==> config.mk <==
export PLATFORM = sky130hd
export DESIGN_NAME = timer_mc_flat
export DESIGN_NICKNAME = d
export VERILOG_FILES = /design/src/rtl/timer_pkg.sv /design/src/rtl/timer_mc_if.sv /design/src/rtl/timer_channel.sv /design/src/rtl/timer_mc.sv /design/src/flat_wrapper.sv
export SDC_FILE = /design/constraint.sdc
export NUM_CORES = 1
export LEC_CHECK = 0
export CAP_MARGIN = 10
export CORE_MARGIN = 2
export CORE_UTILIZATION = 25
export CTS_CLUSTER_SIZE = 24
export DETAILED_ROUTE_END_ITERATION = 8
export GPL_TIMING_DRIVEN = 0
export PLACE_DENSITY = 0.48
export SLEW_MARGIN = 15
export SYNTH_ARGS = -nofsm -noshare
export SYNTH_HDL_FRONTEND = slang
export SYNTH_HIERARCHICAL = 1
export SYNTH_SLANG_ARGS = --single-unit
==> constraint.sdc <==
create_clock -name pclk -period 5.4 [get_ports pclk]
set_input_delay 0.81 -clock pclk [delete_from_list [all_inputs] [get_ports pclk]]
set_output_delay 0.81 -clock pclk [all_outputs]
set_load 0.005 [all_outputs]
==> src/rtl/timer_pkg.sv <==
// Shared definitions for the multi-channel timer: register offsets,
// control/status bit positions and prescaler divider encodings.
package timer_pkg;

  // Per-channel register offsets within a channel's 4-word window
  typedef enum logic [1:0] {
    OFF_TDR  = 2'd0,
    OFF_TCR  = 2'd1,
    OFF_TSR  = 2'd2,
    OFF_TCNT = 2'd3
  } off_e;

  // TCR bit positions
  localparam int TCR_LOAD   = 7;
  localparam int TCR_ARLD   = 6;
  localparam int TCR_DN     = 5;
  localparam int TCR_EN     = 4;
  localparam int TCR_IE_OVF = 3;
  localparam int TCR_IE_UDF = 2;
  localparam int TCR_CKS_HI = 1;
  localparam int TCR_CKS_LO = 0;

  // TSR bit positions
  localparam int TSR_UDF = 1;
  localparam int TSR_OVF = 0;

  // Prescaler divider select
  typedef enum logic [1:0] {
    CKS_DIV2  = 2'd0,
    CKS_DIV4  = 2'd1,
    CKS_DIV8  = 2'd2,
    CKS_DIV16 = 2'd3
  } cks_e;

  // Prescaler bits that must all be ones for a tick at the selected divider
  function automatic logic [3:0] cks_mask(input cks_e cks);
    logic [3:0] m;
    m = 4'b0001;
    case (cks)
      CKS_DIV2:  m = 4'b0001;
      CKS_DIV4:  m = 4'b0011;
      CKS_DIV8:  m = 4'b0111;
      CKS_DIV16: m = 4'b1111;
      default:   m = 4'b0001;
    endcase
    return m;
  endfunction

endpackage

==> src/rtl/timer_mc_if.sv <==
// APB slave bus bundle for timer_mc.
interface timer_mc_if #(
  parameter int CNT_W = 16,
  parameter int AW    = 4
);
  logic             psel;
  logic             penable;
  logic             pwrite;
  logic [AW-1:0]    paddr;
  logic [CNT_W-1:0] pwdata;
  logic [CNT_W-1:0] prdata;
  logic             pready;
  logic             pslverr;

  modport master (
    output psel, penable, pwrite, paddr, pwdata,
    input  prdata, pready, pslverr
  );

  modport slave (
    input  psel, penable, pwrite, paddr, pwdata,
    output prdata, pready, pslverr
  );
endinterface

==> src/rtl/timer_channel.sv <==
// One timer channel: reload register, control, sticky flags, prescaler
// and the up/down counter with optional auto-reload.
module timer_channel
  import timer_pkg::*;
#(
  parameter int CNT_W = 16
) (
  input  logic             clk,
  input  logic             rst_n,
  input  logic             i_wr,
  input  off_e             i_off,
  input  logic [CNT_W-1:0] i_wdata,
  output logic [CNT_W-1:0] o_tdr,
  output logic [7:0]       o_tcr,
  output logic [1:0]       o_tsr,
  output logic [CNT_W-1:0] o_tcnt,
  output logic             o_irq
);

  logic [CNT_W-1:0] r_tdr;
  logic [6:0]       r_tcr;   // load bit is a strobe and is never stored
  logic [1:0]       r_tsr;
  logic [CNT_W-1:0] r_tcnt;
  logic [3:0]       r_psc;

  logic       w_wr_tdr, w_wr_tcr, w_wr_tsr;
  logic       w_load, w_en, w_dn, w_arld, w_tick;
  logic       w_ovf_set, w_udf_set;
  logic [1:0] w_tsr_clr;
  logic [3:0] w_mask;

  assign w_wr_tdr = i_wr && (i_off == OFF_TDR);
  assign w_wr_tcr = i_wr && (i_off == OFF_TCR);
  assign w_wr_tsr = i_wr && (i_off == OFF_TSR);
  assign w_load   = w_wr_tcr && i_wdata[TCR_LOAD];

  assign w_en   = r_tcr[TCR_EN];
  assign w_dn   = r_tcr[TCR_DN];
  assign w_arld = r_tcr[TCR_ARLD];
  assign w_mask = cks_mask(cks_e'(r_tcr[TCR_CKS_HI:TCR_CKS_LO]));
  assign w_tick = w_en && ((r_psc & w_mask) == w_mask);

  // A load on the same edge as a tick wins, so it suppresses the flag too
  assign w_ovf_set = w_tick && !w_load && !w_dn && (r_tcnt == {CNT_W{1'b1}});
  assign w_udf_set = w_tick && !w_load &&  w_dn && (r_tcnt == '0);
  assign w_tsr_clr = w_wr_tsr ? i_wdata[1:0] : 2'b00;

  // Reload and control registers
  // NOTE: every register here has an async reset; sequential blocks use
  // non-blocking assignments only so all flops see pre-edge values.
  always_ff @(posedge clk or negedge rst_n) begin
    if (!rst_n) begin
      r_tdr <= '0;
      r_tcr <= '0;
    end else begin
      if (w_wr_tdr) r_tdr <= i_wdata;
      if (w_wr_tcr) r_tcr <= i_wdata[6:0];
    end
  end

  // Prescaler: free-runs while enabled, cleared by load or disable
  always_ff @(posedge clk or negedge rst_n) begin
    if (!rst_n) begin
      r_psc <= '0;
    end else if (w_load || !w_en || (w_wr_tcr && !i_wdata[TCR_EN])) begin
      r_psc <= '0;
    end else begin
      r_psc <= r_psc + 4'd1;
    end
  end

  // Counter: load has priority over a tick; wrap reloads TDR or the end value
  always_ff @(posedge clk or negedge rst_n) begin
    if (!rst_n) begin
      r_tcnt <= '0;
    end else if (w_load) begin
      r_tcnt <= r_tdr;
    end else if (w_tick) begin
      if (w_dn) begin
        if (r_tcnt == '0) r_tcnt <= w_arld ? r_tdr : {CNT_W{1'b1}};
        else              r_tcnt <= r_tcnt - CNT_W'(1);
      end else begin
        if (r_tcnt == {CNT_W{1'b1}}) r_tcnt <= w_arld ? r_tdr : '0;
        else                         r_tcnt <= r_tcnt + CNT_W'(1);
      end
    end
  end

  // Sticky flags: write-1-to-clear, a same-edge set overrides the clear
  always_ff @(posedge clk or negedge rst_n) begin
    if (!rst_n) begin
      r_tsr <= '0;
    end else begin
      r_tsr[TSR_OVF] <= (r_tsr[TSR_OVF] & ~w_tsr_clr[TSR_OVF]) | w_ovf_set;
      r_tsr[TSR_UDF] <= (r_tsr[TSR_UDF] & ~w_tsr_clr[TSR_UDF]) | w_udf_set;
    end
  end

  assign o_tdr  = r_tdr;
  assign o_tcr  = {1'b0, r_tcr};
  assign o_tsr  = r_tsr;
  assign o_tcnt = r_tcnt;
  assign o_irq  = (r_tsr[TSR_OVF] & r_tcr[TCR_IE_OVF]) |
                  (r_tsr[TSR_UDF] & r_tcr[TCR_IE_UDF]);

endmodule

==> src/rtl/timer_mc.sv <==
// Multi-channel timer behind a zero-wait-state APB slave: address decode,
// per-channel write strobes, read mux and out-of-range error.
module timer_mc
  import timer_pkg::*;
#(
  parameter int CH_NUM = 3,
  parameter int CNT_W  = 16
) (
  input  logic              pclk,
  input  logic              presetn,
  timer_mc_if.slave         apb,
  output logic [CH_NUM-1:0] irq
);

  localparam int AW = $clog2(CH_NUM) + 2;

  logic [AW-1:0]    w_ch;
  off_e             w_off;
  logic             w_ch_ok;
  logic             w_access;
  logic             w_wr;
  logic [CNT_W-1:0] w_rdata;

  logic [CNT_W-1:0] w_tdr  [CH_NUM];
  logic [7:0]       w_tcr  [CH_NUM];
  logic [1:0]       w_tsr  [CH_NUM];
  logic [CNT_W-1:0] w_tcnt [CH_NUM];

  assign w_ch     = apb.paddr >> 2;
  assign w_off    = off_e'(apb.paddr[1:0]);
  assign w_ch_ok  = (w_ch < AW'(CH_NUM));
  assign w_access = apb.psel && apb.penable;
  assign w_wr     = w_access && apb.pwrite;

  for (genvar g = 0; g < CH_NUM; g++) begin : g_ch
    timer_channel #(.CNT_W(CNT_W)) u_ch (
      .clk     (pclk),
      .rst_n   (presetn),
      .i_wr    (w_wr && w_ch_ok && (w_ch == AW'(g))),
      .i_off   (w_off),
      .i_wdata (apb.pwdata),
      .o_tdr   (w_tdr[g]),
      .o_tcr   (w_tcr[g]),
      .o_tsr   (w_tsr[g]),
      .o_tcnt  (w_tcnt[g]),
      .o_irq   (irq[g])
    );
  end

  // Combinational read mux; zero outside a valid read
  // NOTE: the default assignment first keeps this block latch-free.
  always_comb begin
    w_rdata = '0;
    if (apb.psel && !apb.pwrite && w_ch_ok) begin
      for (int i = 0; i < CH_NUM; i++) begin
        if (w_ch == AW'(i)) begin
          case (w_off)
            OFF_TDR:  w_rdata = w_tdr[i];
            OFF_TCR:  w_rdata = CNT_W'(w_tcr[i]);
            OFF_TSR:  w_rdata = CNT_W'(w_tsr[i]);
            OFF_TCNT: w_rdata = w_tcnt[i];
            default:  w_rdata = '0;
          endcase
        end
      end
    end
  end

  assign apb.prdata  = w_rdata;
  assign apb.pready  = 1'b1;
  assign apb.pslverr = w_access && !w_ch_ok;

endmodule

==> src/flat_wrapper.sv <==
// flat-port wrapper written by rule: the top's interface ports become plain ports
module timer_mc_flat import timer_pkg::*;
#(
  parameter int CH_NUM = 3,
  parameter int CNT_W  = 16
)
  (pclk, presetn, irq, apb_psel, apb_penable, apb_pwrite, apb_paddr, apb_pwdata, apb_prdata, apb_pready, apb_pslverr);
  timer_mc_if #(.CNT_W(CNT_W), .AW((4))) apb_i ();
  input  logic pclk;
  input  logic presetn;
  output logic [CH_NUM-1:0] irq;
  input wire logic [$bits(apb_i.psel)-1:0] apb_psel;
  input wire logic [$bits(apb_i.penable)-1:0] apb_penable;
  input wire logic [$bits(apb_i.pwrite)-1:0] apb_pwrite;
  input wire logic [$bits(apb_i.paddr)-1:0] apb_paddr;
  input wire logic [$bits(apb_i.pwdata)-1:0] apb_pwdata;
  output wire logic [$bits(apb_i.prdata)-1:0] apb_prdata;
  output wire logic [$bits(apb_i.pready)-1:0] apb_pready;
  output wire logic [$bits(apb_i.pslverr)-1:0] apb_pslverr;
  assign apb_i.psel = apb_psel;
  assign apb_i.penable = apb_penable;
  assign apb_i.pwrite = apb_pwrite;
  assign apb_i.paddr = apb_paddr;
  assign apb_i.pwdata = apb_pwdata;
  assign apb_prdata = apb_i.prdata;
  assign apb_pready = apb_i.pready;
  assign apb_pslverr = apb_i.pslverr;
  timer_mc #(.CH_NUM(CH_NUM), .CNT_W(CNT_W)) u_core (.pclk(pclk), .presetn(presetn), .apb(apb_i), .irq(irq));
endmodule
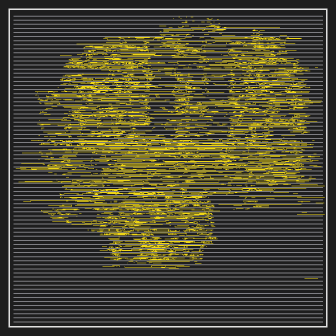
(images/met1.png)
Supply wires on this layer in gray.
- share of all routed wire: 46%
- nets with wire on the layer: 1139
- longest straight run: 122 um
- wire length on this layer: 18400 um
- main direction: horizontal

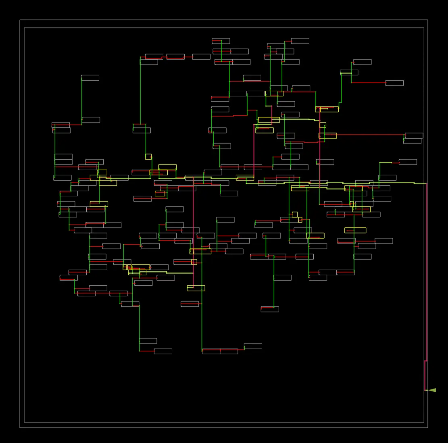
(images/final_clocks.png)
clock tree buffer count of the final layout: 20
Clock group: 1.21 mW
clk_lat worst skew: 440 ps

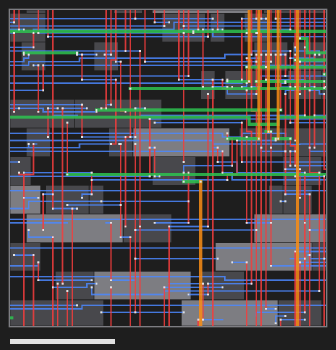
(images/zoom.png)
Bar = 10 um. Region (90, 90) to (120, 120) um. Cells in gray, sequential cells in the stronger gray; small squares are vias.
- orange: met4
- blue: met1
- red: met2
- green: met3
- cells with their middle in the window: 35
- sequential cells in the window: 6
- netlist names of flops here include: u_core/g_ch.u_ch/o_tcnt (3), u_core/g_ch.u_ch/o_tdr (3)
- most frequent: dfrtp_1 (6), nand2b_1 (5), mux2_2 (5)

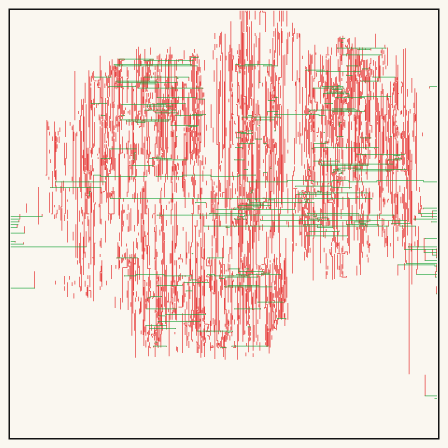
(images/metal_stack.png)
Only two layers are drawn.
- red: met2 (wire length 17800 um)
- green: met3 (wire length 2720 um)
via count: 9849
gr usage total: 18.2%

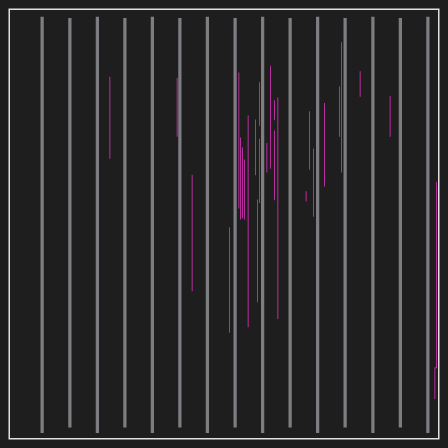
(images/met4.png)
Supply wires on this layer in gray.
- nets with wire on the layer: 21
- share of all routed wire: 2.8%
- wire length on this layer: 1130 um
- longest straight run: 109 um
Routed WL: 40000 um

==> run summary <==
flow finished, numbers: outcome finished, final reports clean, Syn. warnings 6, Max clock buf depth 2, most frequent logic cells in the routed design 135 x dfrtp_1, 88 x nand2_1, 79 x mux2_2, Top-Level Pins 46, crit path DAT 4140 ps, simple logic cell fraction of the synthesized area 23.6%, DR WL/cell 23.0 um, Setup WS pre-CTS 485 ps, Flop pwr share 33.8%, post-cts hold buffer count 0, grt met3 use 3.08%, Root Buffer clkbuf_16, count leader, synth dfrtp_1, Reg2Reg Depth 10, Main logic family simple AND/OR/NAND/NOR gates, Post-synth seq share 31.6%, EDFF count, synth 0, H-tree depth 4, worst setup margin 454 ps, setup bufs post-CTS 0, reg2reg setup slack 2400 ps, Distinct lib cells used 92, worst slew pin tran 1230 ps, most area-hungry cell type in the Yosys netlist dfrtp_1, most used routing layer met2, worst setup path startpoint apb_paddr[0], nets@finish 1221, r2r endpoint u_core/g_ch[1].u_ch/o_tcnt[4], Die ar. 44500 sq um, post-DP HPWL 29500 um, post-route ant nets 0, Post-CTS Resized 0, first-pass GRT wire length 61000 um, post-layout min period 4950 ps, FF-to-FF Start u_core/g_ch[1].u_ch/o_tcnt[0], Clock Power Share 30.8%, share of cells above drive strength 1 20.1%, Hold/Removal Path Class primary input to async pin, GRT overflow 0, Placeable Area 42100 sq um, Clock Sinks 135, yosys cell count 1122, Pint 2.45 mW, critical path endpoint category output port, Multiplexer share 12.5%
==> stage by stage <==
step / hold slack, ps / setup TNS (ps) / utilization [%] / instances
4_1_cts: 335 / 0 / 29.5 / 1736
6_report: 317 / 0 / 29.5 / 1737
5_1_grt: 351 / 0 / 29.5 / 1736
3_3_place_gp: 483 / -353520 / 28.0 / 1703
2_1_floorplan: 455 / 0 / - / 1122
3_5_place_dp: 486 / 0 / 28.1 / 1704
==> state kept, by name, summed over array words and instances (netlist names) <==
name                     flops
u_core/g_ch.u_ch/o_tdr      48
u_core/g_ch.u_ch/r_tcr      21
u_core/g_ch.u_ch/r_psc      12
u_core/g_ch.u_ch/o_tsr       6
u_core/g_ch.u_ch/o_tcnt     48
==> metal layers <==
metal  wire (um)  part of all wire (%)
met1       18400                    46
met2       17800                    44
met3        2720                   6.8
met4        1130                   2.8
met5           0                     0
==> worst max-delay path, stage by stage <==
cell and delay (ps):
clkdlybuf4s50_1 1020, buf_2 420, buf_2 320, buf_2 330, mux4_2 450, o22ai_1 210
clkdlybuf4s50_1 560
==> layout make-up <==
class / instances / area [sq um] / share of cell area, %
inverter: 24 / 90.1 / 0.725
clock inverter: 12 / 125 / 1.01
buffer: 95 / 624 / 5.03
timing repair buffer: 43 / 453 / 3.65
sequential: 135 / 3380 / 27.2
multi-input combinational: 868 / 6600 / 53.2
antenna: 1 / 2.50 / 0.0202
tap: 539 / 674 / 5.43
clock buffer: 20 / 467 / 3.76
==> power by group through the flow <==
stage | registers [mW] | clock network, mW | logic, mW
CTS | 1.32 | 1.23 | 1.37
global placement | 1.34 | 0 | 1.35
finish | 1.33 | 1.21 | 1.39
detailed placement | 1.34 | 0 | 1.36
floorplan | 1.25 | 0 | 1.05
global route | 1.34 | 1.28 | 1.52
Power and IR drop assume default switching activity.
